[src/rtl/muldiv_sequencer.sv]
// muldiv_sequencer
//   Iterative RV32M multiply/divide unit for the execute stage. Multiplies run
//   a shift-add loop and divides run a restoring shift-subtract loop, one step
//   per cycle for XLEN cycles. A fix-up cycle then applies signs and selects
//   the result half. Divide-by-zero and signed overflow finish straight away.
//
// Ports
//   clk, rst      clock (rising edge) and asynchronous active-high reset
//   start         EX-stage instruction valid
//   mulsel        001 mul, 010 mulh, 011 mulhsu, 100 mulhu, 000 none
//   divsel        001 div, 010 divu, 011 rem, 100 remu, 000 none
//   a, b          rs1 / rs2 operands
//   flush         abort the operation in flight
//   busy          combinational pipeline stall request
//   done          one-cycle completion pulse
//   result        registered result, held until the next completion
module muldiv_sequencer #(
  parameter int XLEN = 32
) (
  input  logic            clk,
  input  logic            rst,
  input  logic            start,
  input  logic [2:0]      mulsel,
  input  logic [2:0]      divsel,
  input  logic [XLEN-1:0] a,
  input  logic [XLEN-1:0] b,
  input  logic            flush,
  output logic            busy,
  output logic            done,
  output logic [XLEN-1:0] result
);

  localparam int CW = $clog2(XLEN) + 1;
  localparam logic [CW-1:0] LAST_STEP = CW'(XLEN - 1);
  localparam logic [XLEN-1:0] MIN_NEG = {1'b1, {(XLEN-1){1'b0}}};

  typedef enum logic [2:0] {S_IDLE, S_MUL, S_DIV, S_FIX, S_DONE} state_t;

  state_t          state_q, state_d;
  logic            is_mul_q, is_mul_d;
  logic [2:0]      sel_q, sel_d;
  logic            sa_q, sa_d, sb_q, sb_d;
  logic [XLEN-1:0] opnd_q, opnd_d;   // multiplicand or divisor magnitude
  logic [XLEN-1:0] hi_q, hi_d;       // product high half / partial remainder
  logic [XLEN-1:0] lo_q, lo_d;       // multiplier->product low / dividend->quotient
  logic [XLEN-1:0] result_q, result_d;
  logic [CW-1:0]   cnt_q, cnt_d;

  // Accept decode. Only codes 1..4 are real operations; mul has priority.
  logic            mul_ok, div_ok, accept, acc_mul;
  logic [2:0]      acc_sel;
  logic            a_signed, b_signed, a_neg, b_neg;
  logic [XLEN-1:0] a_mag, b_mag;
  logic            div_zero, div_ovf;

  assign mul_ok  = mulsel inside {3'd1, 3'd2, 3'd3, 3'd4};
  assign div_ok  = divsel inside {3'd1, 3'd2, 3'd3, 3'd4};
  assign accept  = start && !flush && (mul_ok || div_ok);
  assign acc_mul = mul_ok;
  assign acc_sel = mul_ok ? mulsel : divsel;

  // mulh: both signed; mulhsu: a signed only; div/rem: both signed.
  assign a_signed = acc_mul ? (acc_sel == 3'd2 || acc_sel == 3'd3)
                            : (acc_sel == 3'd1 || acc_sel == 3'd3);
  assign b_signed = acc_mul ? (acc_sel == 3'd2)
                            : (acc_sel == 3'd1 || acc_sel == 3'd3);
  assign a_neg = a_signed && a[XLEN-1];
  assign b_neg = b_signed && b[XLEN-1];
  assign a_mag = a_neg ? -a : a;
  assign b_mag = b_neg ? -b : b;

  assign div_zero = !acc_mul && (b == '0);
  assign div_ovf  = !acc_mul && a_signed && (a == MIN_NEG) && (b == '1);

  // Iteration datapath. The multiplier keeps the product in {hi,lo} and
  // shifts right; the carry out of the XLEN+1-bit add re-enters at the top.
  logic [XLEN:0]     mul_sum, div_shift, div_diff;
  logic [2*XLEN-1:0] prod, prod_fix;
  logic [XLEN-1:0]   quo_fix, rem_fix, fix_result;

  assign mul_sum   = {1'b0, hi_q} + (lo_q[0] ? {1'b0, opnd_q} : {(XLEN+1){1'b0}});
  assign div_shift = {hi_q, lo_q[XLEN-1]};
  // Partial remainder is always below the divisor, so bit XLEN of the
  // difference is a clean borrow flag.
  assign div_diff  = div_shift - {1'b0, opnd_q};

  assign prod     = {hi_q, lo_q};
  assign prod_fix = (sa_q ^ sb_q) ? -prod : prod;
  assign quo_fix  = (sa_q ^ sb_q) ? -lo_q : lo_q;
  assign rem_fix  = sa_q ? -hi_q : hi_q;

  always_comb begin
    fix_result = '0;
    if (is_mul_q) begin
      fix_result = (sel_q == 3'd1) ? prod_fix[XLEN-1:0] : prod_fix[2*XLEN-1:XLEN];
    end else begin
      fix_result = (sel_q == 3'd1 || sel_q == 3'd2) ? quo_fix : rem_fix;
    end
  end

  always_comb begin
    state_d  = state_q;
    is_mul_d = is_mul_q;
    sel_d    = sel_q;
    sa_d     = sa_q;
    sb_d     = sb_q;
    opnd_d   = opnd_q;
    hi_d     = hi_q;
    lo_d     = lo_q;
    cnt_d    = cnt_q;
    result_d = result_q;

    case (state_q)
      S_IDLE: begin
        if (accept) begin
          is_mul_d = acc_mul;
          sel_d    = acc_sel;
          sa_d     = a_neg;
          sb_d     = b_neg;
          cnt_d    = '0;
          hi_d     = '0;
          opnd_d   = acc_mul ? a_mag : b_mag;
          lo_d     = acc_mul ? b_mag : a_mag;
          if (div_zero) begin
            state_d  = S_DONE;
            result_d = (acc_sel == 3'd1 || acc_sel == 3'd2) ? '1 : a;
          end else if (div_ovf) begin
            state_d  = S_DONE;
            result_d = (acc_sel == 3'd1) ? MIN_NEG : '0;
          end else begin
            state_d = acc_mul ? S_MUL : S_DIV;
          end
        end
      end
      S_MUL, S_DIV: begin
        if (flush) begin
          state_d = S_IDLE;
        end else begin
          if (state_q == S_MUL) begin
            hi_d = mul_sum[XLEN:1];
            lo_d = {mul_sum[0], lo_q[XLEN-1:1]};
          end else if (!div_diff[XLEN]) begin
            hi_d = div_diff[XLEN-1:0];
            lo_d = {lo_q[XLEN-2:0], 1'b1};
          end else begin
            hi_d = div_shift[XLEN-1:0];
            lo_d = {lo_q[XLEN-2:0], 1'b0};
          end
          cnt_d = cnt_q + CW'(1);
          if (cnt_q == LAST_STEP) state_d = S_FIX;
        end
      end
      S_FIX: begin
        if (flush) begin
          state_d = S_IDLE;
        end else begin
          result_d = fix_result;
          state_d  = S_DONE;
        end
      end
      S_DONE:  state_d = S_IDLE;
      default: state_d = S_IDLE;
    endcase
  end

  always_ff @(posedge clk or posedge rst) begin
    if (rst) begin
      state_q  <= S_IDLE;
      is_mul_q <= 1'b0;
      sel_q    <= '0;
      sa_q     <= 1'b0;
      sb_q     <= 1'b0;
      opnd_q   <= '0;
      hi_q     <= '0;
      lo_q     <= '0;
      cnt_q    <= '0;
      result_q <= '0;
    end else begin
      state_q  <= state_d;
      is_mul_q <= is_mul_d;
      sel_q    <= sel_d;
      sa_q     <= sa_d;
      sb_q     <= sb_d;
      opnd_q   <= opnd_d;
      hi_q     <= hi_d;
      lo_q     <= lo_d;
      cnt_q    <= cnt_d;
      result_q <= result_d;
    end
  end

  // Stall is dropped in DONE so the pipeline captures result that cycle.
  assign busy   = !rst && ((state_q == S_IDLE && accept) || state_q == S_MUL ||
                           state_q == S_DIV || state_q == S_FIX);
  assign done   = (state_q == S_DONE);
  assign result = result_q;

endmodule

[config.mk]
export PLATFORM = sky130hd
export DESIGN_NAME = muldiv_sequencer
export DESIGN_NICKNAME = d
export VERILOG_FILES = /design/src/rtl/muldiv_sequencer.sv
export SDC_FILE = /design/constraint.sdc
export NUM_CORES = 1
export LEC_CHECK = 0
export ABC_AREA = 1
export CORE_AREA = 2 2 192 288
export DETAILED_ROUTE_END_ITERATION = 10
export DIE_AREA = 0 0 194 290
export PLACE_DENSITY_LB_ADDON = 0.2
export SYNTH_ARGS = -nofsm -noshare
export SYNTH_HDL_FRONTEND = slang
export SYNTH_SLANG_ARGS = --single-unit
[constraint.sdc]
create_clock -name clk -period 7.2 [get_ports clk]
set_clock_uncertainty 0.1 [all_clocks]
set_input_delay 1.44 -clock clk [delete_from_list [all_inputs] [get_ports clk]]
set_output_delay 1.44 -clock clk [all_outputs]
set_load 0.01 [all_outputs]
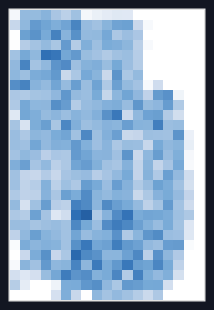
Figure 1: placement density heat map.
Scale: 1 px per um. The die is cut into 19 by 29 equal tiles; white is low, dark blue is high, 0 to 100% covered.
nearly empty tiles	16%
mean over tiles	36%
densest ninth of the die	south
fp util: 34.8%
placeable core region: 0.0536 sq mm
final core utilization: 38.9%

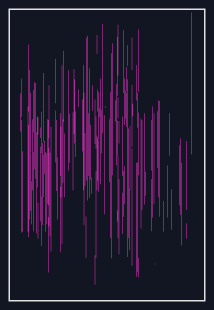
Figure 2: the metal 4 layer.
Scale: 1 px per um.
main direction	vertical
wire length on this layer	9570 um
nets with wire on the layer	119
longest straight run	205 um
share of all routed wire	10%
WL final: 91400 um
via count: 22600

==> Slide: Implementation Results <==
Physical Implementation Snapshot

Pwr
  • Combinational fraction of design power: 74.3%
  • Internal power summed over all cells: 4120 uW
  • Power attributed to combinational cells: 7940 uW
  • Clock network fraction of design power: 8.9%
  • Flop+latch power: 1790 uW

Synth
  • Top comb family, area: simple AND/OR/NAND/NOR gates
  • Post-synth EDFFs: 0
  • Cell type contributing the most total cell area after synthesis: nand2_1
  • Yosys warning count: 0
  • Prevailing post-synth register cell: dfrtp_1
  • Cells after synthesis: 3348
  • Post-Synth Simple-Gate Area: 45.0%
  • Commonest cells in the netlist: nand2_1 (1031), nand3_1 (445), nor2_1 (418)
  • Asr flop ratio synth: 100%
  • Sequential-to-total area share from yosys stat: 19.2%

Floorplan
  • Horizontal die dimension: 194 um
  • Chip area: 0.0563 sq mm

Drt
  • Post-DR vias/cell: 5.54
  • Length of routed met2 wiring: 44100 um
  • Number of optimization iterations in the first detailed-route pass: 6
  • DR DRC count: 0
  • Post-detailed-route wirelength per cell: 22.4 um

GRT
  • Vias in the first global route: 21900
  • Fraction of met2 tracks used by global routing: 55.1%
  • Remaining Overflow, GRT: 0
  • Number of antenna violations at the first check in global routing: 2

Outcome
  • Result of the run: complete, no violations

Worst setup path
  • Slowest-stage cell, CP: clkdlybuf4s50_1
  • Worst endpoint data arrival time: 3780 ps
  • Data required, critical path: 5660 ps
  • Cells traversed along the worst timing path: clkdlybuf4s50_1, inv_1, nand2_1, nand3_2, nand2_2, o211ai_4, a211oi_1, clkdlybuf4s50_1
  • Critical path's largest stage delay: 580 ps
  • Worst R2R Setup Slack: 2890 ps
  • Cell family contributing the most delay on the critical path: buffers and inverters
  • Largest fanout on the critical path: 28

Timing
  • Period utilization: 74.0%
  • Worst setup slack after layout: 1880 ps
  • Final critical-path required period: 5320 ps
  • Setup TNS: 0 ps
  • Worst-Margin Slew: 1020 ps

Min path
  • Hold path endpoint: result[9]
  • Beginning of the worst hold path: result[9]

Clock tree
  • H-tree lvl count: 4
  • Number of buffers on the longest clock path: 2
  • Hold-fix buffers, CTS: 0
  • Clk Latency, worst-skew pair: 460 ps

Layout
  • Non-clock buffer share of cell area: 6.14%
  • Area growth, synth to finish: 11.7%
  • Register area: 0.00358 sq mm
  • Buffers excl. clock: 135

Placement
  • Number of placed cells counting well taps: 4046
  • Post-DP HPWL: 74000 um

Run
  • OpenROAD warning count: 27
Power and IR drop assume default switching activity.
